Figure 1. Clock distribution.
Bar = 100 um.
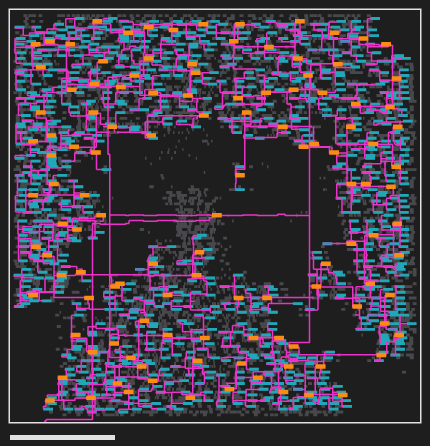
Figure 2. Placed standard cells.
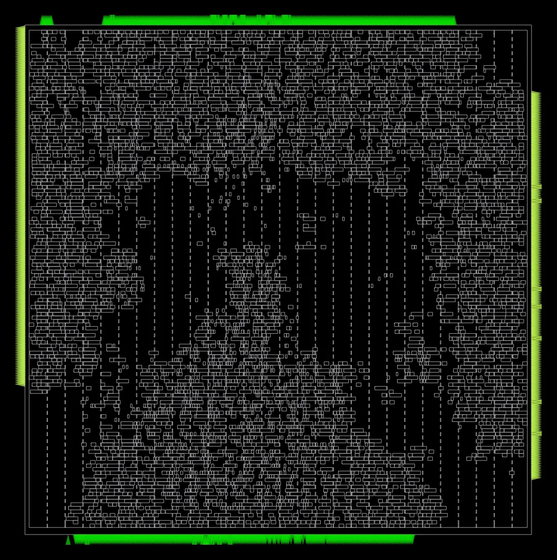
Figure 3. Where the registers sit.
Bar = 100 um. Other sequential cells in the stronger gray, the rest of the logic in the fainter gray.
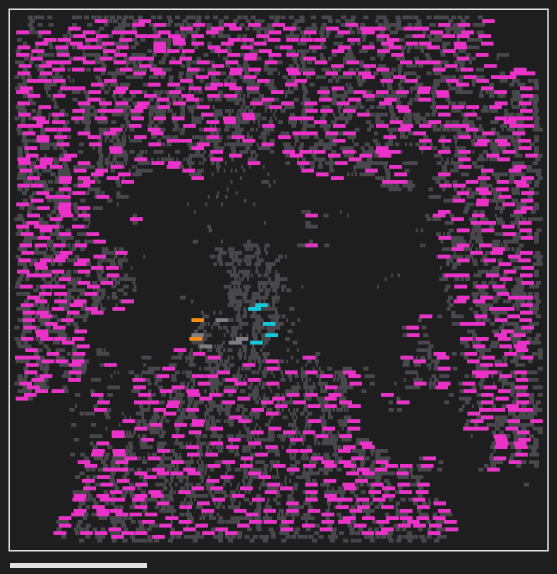
Figure 4. Sizing map.
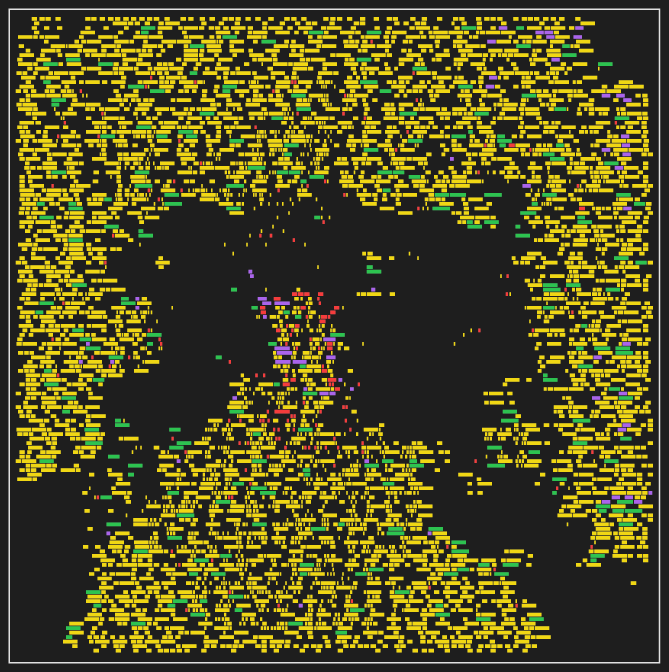
Figure 5. Routed metal per tile.
39 x 39 tiles, from dark blue (low) to red (high), scaled to the fullest tile. Values are wire area over tile area, all layers added.
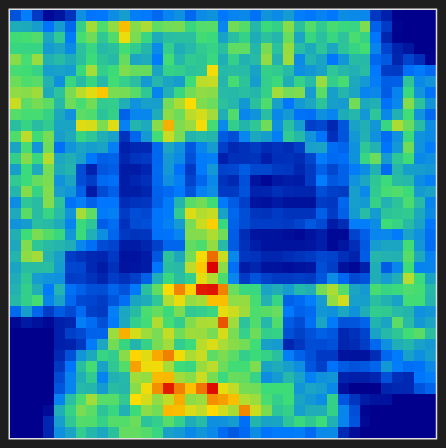
`src/rtl/layer_input_loader_if.sv`:
```
// Stream-in / vector-out bundle between an activation source, the loader and the node array.
interface layer_input_loader_if #(
  parameter int N_IN  = 30,
  parameter int WIDTH = 32
);
  logic [WIDTH-1:0]      s_data;
  logic                  s_valid;
  logic                  s_last;
  logic                  s_ready;
  logic [N_IN*WIDTH-1:0] a_flat;
  logic                  vec_valid;
  logic                  vec_ready;
  logic                  err_len;

  modport master (
    output s_data, s_valid, s_last, vec_ready,
    input  s_ready, a_flat, vec_valid, err_len
  );

  modport slave (
    input  s_data, s_valid, s_last, vec_ready,
    output s_ready, a_flat, vec_valid, err_len
  );
endinterface

```
`src/rtl/layer_input_loader.sv`:
```
// Assembles a serial float32 stream into one N_IN-word activation vector, holds it for the
// node tree to settle, then presents it until the consumer acknowledges.
module layer_input_loader #(
  parameter int N_IN   = 30,
  parameter int WIDTH  = 32,
  parameter int SETTLE = 2
) (
  input logic                 clk,
  input logic                 rst,
  layer_input_loader_if.slave bus
);

  localparam int IDX_W = (N_IN > 1) ? $clog2(N_IN) : 1;
  localparam int CNT_W = $clog2(SETTLE + 1);
  localparam logic [IDX_W-1:0] IDX_LAST = IDX_W'(N_IN - 1);
  localparam logic [CNT_W-1:0] CNT_LAST = CNT_W'(SETTLE);

  typedef enum logic [1:0] {
    ST_FILL    = 2'd0,
    ST_DRAIN   = 2'd1,
    ST_SETTLE  = 2'd2,
    ST_PRESENT = 2'd3
  } state_e;

  state_e                state_q, state_d;
  logic [IDX_W-1:0]      idx_q, idx_d;
  logic [CNT_W-1:0]      cnt_q, cnt_d;
  logic [N_IN*WIDTH-1:0] a_flat_q, a_flat_d;
  logic                  vec_valid_q, vec_valid_d;
  logic                  err_len_q, err_len_d;
  logic                  s_ready_q, s_ready_d;
  logic                  xfer_s;

  assign xfer_s = bus.s_valid && s_ready_q;

  // Next-state, vector write and output decode for the fill/settle/present sequence.
  always_comb begin
    state_d     = state_q;
    idx_d       = idx_q;
    cnt_d       = cnt_q;
    a_flat_d    = a_flat_q;
    vec_valid_d = vec_valid_q;
    err_len_d   = 1'b0;
    s_ready_d   = s_ready_q;
    case (state_q)
      ST_FILL: begin
        cnt_d = '0;
        if (xfer_s) begin
          // A short vector zeroes every word above the last one received, in the same edge.
          for (int k = 0; k < N_IN; k++) begin
            if (k == int'(idx_q)) begin
              a_flat_d[k*WIDTH +: WIDTH] = bus.s_data;
            end else if (bus.s_last && (k > int'(idx_q))) begin
              a_flat_d[k*WIDTH +: WIDTH] = '0;
            end else begin
              a_flat_d[k*WIDTH +: WIDTH] = a_flat_q[k*WIDTH +: WIDTH];
            end
          end
          if (idx_q == IDX_LAST) begin
            idx_d = '0;
            if (bus.s_last) begin
              state_d   = ST_SETTLE;
              s_ready_d = 1'b0;
            end else begin
              err_len_d = 1'b1;
              state_d   = ST_DRAIN;
            end
          end else if (bus.s_last) begin
            idx_d     = '0;
            err_len_d = 1'b1;
            state_d   = ST_SETTLE;
            s_ready_d = 1'b0;
          end else begin
            idx_d = idx_q + IDX_W'(1);
          end
        end else begin
          state_d = ST_FILL;
        end
      end
      ST_DRAIN: begin
        cnt_d = '0;
        if (xfer_s && bus.s_last) begin
          state_d   = ST_SETTLE;
          s_ready_d = 1'b0;
        end else begin
          state_d = ST_DRAIN;
        end
      end
      ST_SETTLE: begin
        if (cnt_q == CNT_LAST) begin
          state_d     = ST_PRESENT;
          vec_valid_d = 1'b1;
        end else begin
          cnt_d = cnt_q + CNT_W'(1);
        end
      end
      ST_PRESENT: begin
        if (bus.vec_ready) begin
          vec_valid_d = 1'b0;
          idx_d       = '0;
          state_d     = ST_FILL;
          s_ready_d   = 1'b1;
        end else begin
          state_d = ST_PRESENT;
        end
      end
      default: begin
        state_d     = ST_FILL;
        idx_d       = '0;
        cnt_d       = '0;
        vec_valid_d = 1'b0;
        s_ready_d   = 1'b1;
      end
    endcase
  end

  // State and output registers; reset drops any partial vector.
  always_ff @(posedge clk or posedge rst) begin
    if (rst) begin
      state_q     <= ST_FILL;
      idx_q       <= '0;
      cnt_q       <= '0;
      a_flat_q    <= '0;
      vec_valid_q <= 1'b0;
      err_len_q   <= 1'b0;
      s_ready_q   <= 1'b1;
    end else begin
      state_q     <= state_d;
      idx_q       <= idx_d;
      cnt_q       <= cnt_d;
      a_flat_q    <= a_flat_d;
      vec_valid_q <= vec_valid_d;
      err_len_q   <= err_len_d;
      s_ready_q   <= s_ready_d;
    end
  end

  assign bus.s_ready   = s_ready_q;
  assign bus.a_flat    = a_flat_q;
  assign bus.vec_valid = vec_valid_q;
  assign bus.err_len   = err_len_q;

endmodule

```
`src/flat_wrapper.sv`:
```
// flat-port wrapper written by rule: the top's interface ports become plain ports
module layer_input_loader_flat 
#(
  parameter int N_IN   = 30,
  parameter int WIDTH  = 32,
  parameter int SETTLE = 2
)
  (clk, rst, bus_s_data, bus_s_valid, bus_s_last, bus_vec_ready, bus_s_ready, bus_a_flat, bus_vec_valid, bus_err_len);
  layer_input_loader_if #(.N_IN(N_IN), .WIDTH(WIDTH)) bus_i ();
  input logic clk;
  input logic rst;
  input wire logic [$bits(bus_i.s_data)-1:0] bus_s_data;
  input wire logic [$bits(bus_i.s_valid)-1:0] bus_s_valid;
  input wire logic [$bits(bus_i.s_last)-1:0] bus_s_last;
  input wire logic [$bits(bus_i.vec_ready)-1:0] bus_vec_ready;
  output wire logic [$bits(bus_i.s_ready)-1:0] bus_s_ready;
  output wire logic [$bits(bus_i.a_flat)-1:0] bus_a_flat;
  output wire logic [$bits(bus_i.vec_valid)-1:0] bus_vec_valid;
  output wire logic [$bits(bus_i.err_len)-1:0] bus_err_len;
  assign bus_i.s_data = bus_s_data;
  assign bus_i.s_valid = bus_s_valid;
  assign bus_i.s_last = bus_s_last;
  assign bus_i.vec_ready = bus_vec_ready;
  assign bus_s_ready = bus_i.s_ready;
  assign bus_a_flat = bus_i.a_flat;
  assign bus_vec_valid = bus_i.vec_valid;
  assign bus_err_len = bus_i.err_len;
  layer_input_loader #(.N_IN(N_IN), .WIDTH(WIDTH), .SETTLE(SETTLE)) u_core (.clk(clk), .rst(rst), .bus(bus_i));
endmodule
```
`config.mk`:
```
export PLATFORM = sky130hd
export DESIGN_NAME = layer_input_loader_flat
export DESIGN_NICKNAME = d
export VERILOG_FILES = /design/src/rtl/layer_input_loader_if.sv /design/src/rtl/layer_input_loader.sv /design/src/flat_wrapper.sv
export SDC_FILE = /design/constraint.sdc
export NUM_CORES = 2
export LEC_CHECK = 0
export CAP_MARGIN = 20
export CORE_AREA = 3 3 388 390
export CTS_CLUSTER_DIAMETER = 60
export DETAILED_ROUTE_END_ITERATION = 10
export DIE_AREA = 0 0 391 393
export GPL_TIMING_DRIVEN = 0
export HOLD_SLACK_MARGIN = 0.02
export PLACE_DENSITY = 0.54
export SLEW_MARGIN = 20
export SYNTH_ARGS = -nofsm -noshare
export SYNTH_HDL_FRONTEND = slang
export SYNTH_SLANG_ARGS = --single-unit
```
`constraint.sdc`:
```
create_clock -name clk -period 31.5 [get_ports clk]
set_clock_uncertainty 0.15 [all_clocks]
set_input_delay 6.3 -clock clk [delete_from_list [all_inputs] [get_ports clk]]
set_output_delay 6.3 -clock clk [all_outputs]
set_load 0.02 [all_outputs]
```
==> results.txt <==
Implementation results

Looking at the worst setup and hold paths, the clock pins of their registers show a slew of 60 ps. Summed over all nets, the switching power comes to 0.709 mW. The synthesized-area fraction occupied by ao, oa, aoi and oai cells is between 20% and 30%. The actual slew at the worst max-slew pin is 1210 ps. The routed via count divided by cell count is 5.60. Looking at the power breakdown, sequential logic takes 43.6% of the total.

In this run the vertical extent of the chip is 393 um. The tap cell instance count is between 1500 and 2000. The fraction of area in non-clock buffers is a little over a fifth. The detailed router finished its first iteration with 3486 violations. The die is 391 um wide. The group drawing the most power is the clock network. The netlist area before placement is just over 40000 um2. By instance count, the leading cell after synthesis is dfrtp_1. On met1, the global router reports a usage of 35.3%. Looking at the critical path, the highest net fanout was 11.

Of the combinational cells, the family taking the most area is AND-OR/OR-AND gates. The first TritonRoute pass finished after 6 iterations. The number of gates on the worst path with buffers counted is 8. The I/O pin total is 1000.

The data arrival time of the critical path is 9810 ps. TritonRoute reported its final design rule violation total as 0. Per the Yosys statistics, synthesis produced 3472 cells. Of the post-synthesis cell area, the part taken by muxes is 1.15%. Of the total standard cell area in the layout, the multi-input combinational portion is 25.4%. The number of clock buffers inserted by TritonCTS is 119. Sequential elements use 59.1% of the synthesized area. The number of cells on the worst hold path is 1.

Summing internal, switching and leakage power gives approximately 2.9 mW. Adding up every negative setup slack in the final design gives 0 ps. The count of yosys warnings during synthesis is 0. Synthesis produced a netlist whose cell count is ~3500. The clock net sink count is slightly below 1000. The critical-path cell with the highest stage delay is clkbuf_1. Counting both buffers and inverters, the worst setup path holds a total of 5.

Per the cell usage report, the commonest logic cells after layout are dfrtp_1, clkdlybuf4s50_1, a22o_1. The max-slew check reports its worst relative slack as 19.4%. The remaining number of nets flagged by the antenna check after routing is 0. The category of cells accounting for the largest share of critical-path delay is buffers and inverters. The buffer_ports step reported a buffer count of just under 1000. The number of H-tree branching levels is 3. The number of global-route vias before repair is around 36000. The worst-case register-to-register setup slack is 27060 ps. The sum of overflow across all layers after global routing is 0. The number of unique standard cell types used by synthesis is 63. In this run the power density over the cells is 48.7 nW/um2. Across the run, the number of max-cap violations was 0. The highest metal layer carrying signal wires in the routed design is met4. The combinational power reported by the tool is 0.123 mW. Per the CTS log, the buffer count on the longest clock path is 3. The maximum ir drop on the vdd rail is ~0.000047 V. The flow ran to the end, and the final reports show no timing, DRC or antenna violations. The most used logic cell in the final layout is dfrtp_1. Per the gpl log, the routability congestion estimate is approximately 0.90.

The number of nets in the finished design is between 4000 and 5000. The class occupying the most area after layout is reported as sequential cells. Setup repair after global routing left no endpoint under its margin.
About Figure 1:
clock-net drivers -> orange  # count 119
flip-flops -> cyan  # count 972
clock wires -> magenta  # length 14500 um
routed clock nets = 120
flops lie = widely spread
clock-net power: 1.50 mW
clock latency on the worst-skew pair: 750 ps
relative contribution of the clock network to total power: 52.1%

About Figure 2:
Core Region: 147000 um2
Fillers: 14200
Non-Filler Instances: 6690

About Figure 3:
u_core.bus.a_flat -> magenta  # sequential cells 960, where widely spread
u_core.cnt_q -> orange  # sequential cells 2
u_core.idx_q -> cyan  # sequential cells 5, where middle
not colored = 5
Seq power: 1.25 mW
final cell utilization of the core: 40.0%
sequential cell area share: 41.3%
combined flip-flop and latch cell area: 24300 um2

About Figure 4:
x6 and larger -> green  # cells 235, most used clkbuf_16
x1 and smaller -> yellow  # cells 4269, most used dfrtp_1
x2 -> red  # cells 158, most used buf_2
x3 and x4 -> purple  # cells 61, most used mux2_4
worst setup slack after layout: 22160 ps
layout buffer count excluding clock buffers: 1503
Post-Layout Inst Area: 58900 um2
signed area change from the synthesized netlist to the final layout: 43.2%

About Figure 5:
mean over tiles = 0.24
emptiest ninth of the die = bottom right
nearly empty tiles = 5.8%
densest ninth of the die = bottom middle
tiles over half the peak = 22%
fullest tile = 0.71
detailed-route wire length per cell: 33.0 um
post-detailed-routing wire length: 221000 um
Vias: 37400

worst paths after layout:
| kind | end | startpoint |
|---|---|---|
| worst min register to register | u_core.bus.a_flat[275] | u_core.bus.a_flat[275] |
| worst min-delay path | u_core.bus.a_flat[275] | u_core.bus.a_flat[275] |
| max in group asynchronous | u_core.bus.a_flat[180] | rst |
| worst max-delay path | u_core.bus.a_flat[493] | bus_s_valid |
| min in group asynchronous | u_core.bus.a_flat[623] | rst |
| worst max register to register | u_core.bus.a_flat[489] | u_core.idx_q[4] |
registers in the layout, summed over array words and instances (netlist names):
signal,count
u_core.idx_q,5
u_core.bus.err_len,1
u_core.bus.s_ready,1
u_core.bus.a_flat,960
u_core.bus.vec_valid,1
u_core.cnt_q,2
u_core.state_q,2
Power is estimated from default activity; no workload was simulated.
